### Clock wiring as the flow saved it, run 1

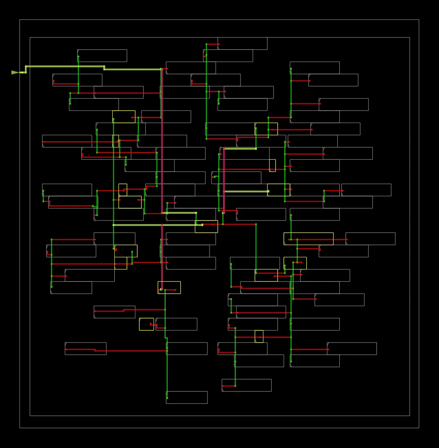
### Signal wires on met3, run 1

Scale: 4 px per µm.
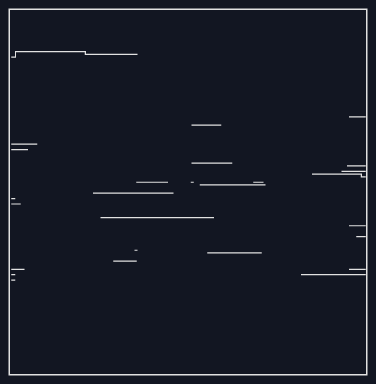
### Logic cells by family, run 1

Scale: 3 px per µm.
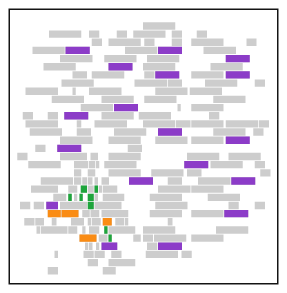
### Routed clock nets over the placement, run 1

Scale: 4 px per µm.
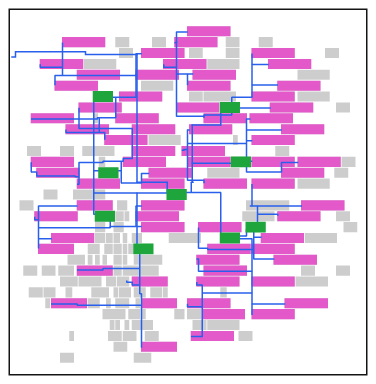
==> config.mk <==
export PLATFORM = sky130hd
export DESIGN_NAME = pack_fifo
export DESIGN_NICKNAME = d
export VERILOG_FILES = /design/src/rtl/pack_fifo.sv
export SDC_FILE = /design/constraint.sdc
export NUM_CORES = 1
export LEC_CHECK = 0
export CORE_AREA = 2 2 87 89
export CTS_CLUSTER_DIAMETER = 150
export CTS_CLUSTER_SIZE = 20
export DETAILED_ROUTE_END_ITERATION = 16
export DIE_AREA = 0 0 89 91
export MAX_ROUTING_LAYER = met4
export PLACE_DENSITY = 0.57
export SETUP_SLACK_MARGIN = 0.2
export SYNTH_ARGS = -nofsm -noshare
export SYNTH_HDL_FRONTEND = slang
export SYNTH_SLANG_ARGS = --single-unit
export TNS_END_PERCENT = 10
==> constraint.sdc <==
create_clock -name clk -period 4.65 [get_ports clk]
set_input_delay 0.93 -clock clk [delete_from_list [all_inputs] [get_ports clk]]
set_output_delay 0.93 -clock clk [all_outputs]
set_load 0.02 [all_outputs]
==> run summary, run 1 <==
State of the implementation.

- The flow ran to the end, and the final reports show no timing, DRC or antenna violations.
- Warnings reported by Yosys during synthesis add up to 0.
- Registers take around 2100 µm².
- The clock tree root buffer cell is sky130_fd_sc_hd__clkbuf_8, for reference.
- Entering global routing, the biggest net connects 19 pins.
- The H-tree generated during clock tree synthesis spans 3 levels.
- The share of synthesized area in the top cell type comes to between 60% and 70%.
- The average wire per standard cell is around 18 µm, for reference.
- After synthesis, the cell types taking the most area are sky130_fd_sc_hd__edfxtp_1 (68%), sky130_fd_sc_hd__mux4_2 (13%), sky130_fd_sc_hd__dfrtp_1 (6.2%), sky130_fd_sc_hd__ha_1 (1.3%), sky130_fd_sc_hd__nor2_1 (0.93%).
- The number of top-level pins is 34, for reference.
- The number of cell rows is 31, for reference.
- The classification of the worst-slack hold path is reg -> reg, for reference.
- The total congestion overflow after global routing is 0, for reference.
- The sum of routed wire segments on met1 is 2.20 mm, for reference.
- The post-CTS hold buffer count recorded in the log is 0.
- The number of antenna violations at the first check in global routing came to 0.
- The floorplan utilization is 39.5%, for reference.
- For the worst flop-to-flop path, the logic depth is 8.
- The footprint of the multi-input gates is 667 µm², for reference.
- The region available for standard cell placement spans 7140 µm².
- Max-slew check failures listed in the final report amount to 0.
- The power density over the cells is just over 700 nW/µm², for reference.
- The power report attributes to the combinational group a share of between 40% and 50%.
- Post-CTS repair changed the size of 0 cells.
- The via count of the first global-routing pass is 1493, for reference.
- The final tally of hold violations is 0, for reference.
- The fraction of the mapped netlist area in compound gates is about 1.9%, for reference.
- The fmax is 267 MHz, for reference.
- The remaining max-slew budget at the tightest pin is 36.8%, for reference.
- The count of input and output buffers is 33, for reference.
- From the final report, the count of setup violators was given as 0.
- The aggregate negative setup slack is 0 ps, for reference.
- The detailed router's first-iteration violation count is 111, for reference.
- Global routing consumed, over all layers together, approximately 14% of the routing resources.
- The fraction of power consumed by sequential logic is roughly 36%, for reference.
- The critical path launch point type is a register, for reference.
- The fraction of the cycle the final worst path needs is between 80% and 90%, for reference.
- The number of nets with antenna violations after routing is 0, for reference.
- TritonCTS built the clock tree.
Notes on 'Clock wiring as the flow saved it' above:
power drawn by the clock network: 467 µW
insertion delay to the later sink of the worst-skew pair: 330 ps
Clock Skew: 6.91 ps
FF+latch count: 71
number of buffers created by CTS: 9

Notes on 'Signal wires on met3' above:
wire length on this layer	214 µm
nets with wire on the layer	21
main direction	horizontal
share of all routed wire	4.2%
met3 global-route usage: 4.55%
DR vias: 1381
aggregate routed wire length: 5.08 mm

Notes on 'Logic cells by family' above:
family	color	cells
aoi and oai cells	orange	4
nand cells	green	8
mux cells	purple	18
most common cell after layout, fill and taps aside: sky130_fd_sc_hd__edfxtp_1
Comb/total area: 19.2%

Notes on 'Routed clock nets over the placement' above:
[flip-flops] magenta | count: 71
[clock wires] blue | length: 831 µm
[clock drivers] green | count: 9
flops lie	spread over the die
part of the total power dissipated in the clock network: 18.8%

==> run 1: cell type report <==
class                   instances  share of cell area (%)
flip-flops and latches         71                    60.4
multi-input cells              53                    19.2
repair buffers                 39                    10.8
clock inverters                 6                    1.73
inverters                       6                   0.648
well taps                      99                    3.57
clock buffers                  10                    3.67
==> run 1: worst max-delay path, cell delays in order (launching register included) <==
cell,delay [ps]
sky130_fd_sc_hd__dfrtp_1,390
sky130_fd_sc_hd__inv_1,80
sky130_fd_sc_hd__ha_1,200
sky130_fd_sc_hd__inv_1,80
sky130_fd_sc_hd__fa_1,440
sky130_fd_sc_hd__nand2b_1,320
sky130_fd_sc_hd__nor3_1,320
sky130_fd_sc_hd__clkdlybuf4s50_1,660
--- run 2 (diff from run 1) ---
Settings changed: PLACE_DENSITY 0.57 to 0.59.
Clock period 4.65 ns to 3.1 ns, I/O delays scaled along.
### Routed metal, one color a layer, run 2

Scale: 3 px per µm.
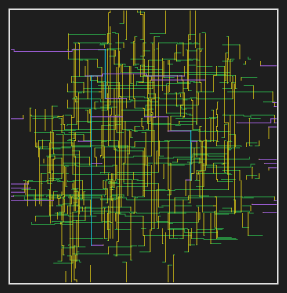
layer	color	wire length
metal 4	cyan	89.1 µm
metal 3	purple	219 µm
metal 1	green	2060 µm
metal 2	yellow	2560 µm
DR vias: 1384
aggregate routed wire length: 4.93 mm
average wire per cell in the routed design: 17.1 µm
gr usage total: 14.0%

### Signal wires on met3, run 2

Scale: 4 px per µm.
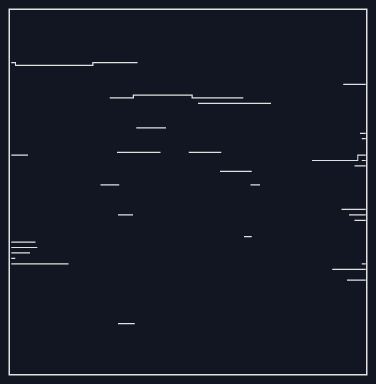
nets with wire on the layer	22
share of all routed wire	4.4%
longest straight run	19.3 µm
met3 global-route usage: 4.36%

==> run summary, run 2 <==
State of the implementation.

- The total number of H-tree levels was 3 (unchanged).
- The floorplan utilization was 39.5% (unchanged).
- The via count of the first global-routing pass is 1512 (+1.3%), for reference.
- The clock skew is 9.69 ps (+2.77 ps), for reference.
- The number of antenna violations at the first check in global routing came to 0 (unchanged).
- The fraction of the mapped netlist area in compound gates is 1.91% (unchanged), for reference.
- The delay of the slowest cell on the worst path is 410 ps (-250 ps), for reference.
- The worst-skew pair later-pin latency was 340 ps (about the same).
- The pin count of the biggest net entering global routing came to 19 (unchanged).
- Yosys attributes the largest share of cell area to sky130_fd_sc_hd__edfxtp_1 (68%), sky130_fd_sc_hd__mux4_2 (13%), sky130_fd_sc_hd__dfrtp_1 (6.2%), sky130_fd_sc_hd__ha_1 (1.3%), sky130_fd_sc_hd__nor2_1 (0.93%).
- The top cell types in the final layout, fill and taps aside, are sky130_fd_sc_hd__edfxtp_1 (64), sky130_fd_sc_hd__clkdlybuf4s50_1 (30), sky130_fd_sc_hd__mux4_2 (16).
- Per STA, the library cell used most along the worst path is sky130_fd_sc_hd__inv_1.
- The core area is 7140 µm² (unchanged), for reference.
- The number of instances resized during post-cts repair is 3 (+3).
- In this run the worst hold path is classified as in -> async.
- The number of cell rows is 31 (unchanged), for reference.
- The fraction of the cycle the final worst path needs is about nine tenths, for reference.
- The aggregate negative setup slack is 0 ps (unchanged), for reference.
- The logic depth of the worst setup path including buffers is 7 (unchanged).
- The worst reg-to-reg path cell count was 9 (+1).
- Walking the worst path, the cells encountered are inv_1 > ha_1 > inv_1 > fa_1 > xor3_2 > inv_2 > dlygate4sd2_1.
- The final tally of hold violations is 0 (unchanged), for reference.
- The flow ran to the end, and the final reports show no timing, DRC or antenna violations.
- The detailed router's first-iteration violation count was 73 (-34%).
- The total congestion overflow after global routing came to 0 (unchanged).
- Looking at the clock tree report, the root buffer type is sky130_fd_sc_hd__clkbuf_8.
- The share of the synthesized area in the top cell type is 68.2% (unchanged).
- The number of register bits inferred by synthesis is 71, for reference.
- The number of pins with negative max-slew slack in the final report is 0 (unchanged), for reference.
- The cts-stage hold buffer count was 0 (unchanged).
- The buffer and inverter count on the worst path was 4 (+1).
- The power density over the cells is 1080 nW/µm² (+51%), for reference.
- The critical path launch point type is a register, for reference.
- In the global route stage, met1 resource usage came out at 16.1%.
- The number of nets with antenna violations after routing is 0 (unchanged), for reference.
- The fmax is roughly 350 MHz, for reference.
- The yosys-reported design area after synthesis is roughly 2800 µm², for reference.
- The total clock buffers created by CTS was 9 (unchanged).
- The family with the most delay on the worst path is buffers and inverters, for reference.
- The library cell contributing the largest single delay on the critical path is sky130_fd_sc_hd__dfrtp_1, for reference.
- The remaining max-slew budget at the tightest pin was 55.6% (+19 points).
## run 2: cell counts after synthesis
Identical to the previous run, type by type.
## run 2: power breakdown
part           internal, mW  switching [mW]  total, mW
Clock                 0.454           0.344      0.798
Combinational         0.805           0.894       1.70
Sequential             1.23          0.0916       1.33
Total                  2.49            1.33       3.82
## run 2: cell type report
cell class / instances / area [µm²] / share of cell area (%)
flip-flops and latches: 71 / 2100 / 59.2
clock buffers: 9 / 124 / 3.50
inverters: 6 / 22.5 / 0.636
clock inverters: 7 / 95.1 / 2.68
multi-input cells: 53 / 679 / 19.2
repair buffers: 44 / 402 / 11.3
well taps: 99 / 124 / 3.50
## run 2: routing by layer
metal	wire length (µm)	part of all wire (%)	vias up
li1	-	-	638
met1	2060	42	703
met3	218	4.4	9
met2	2560	52	34
met4	89	1.8	0
met5	0	0	-
Power and IR drop assume default switching activity.
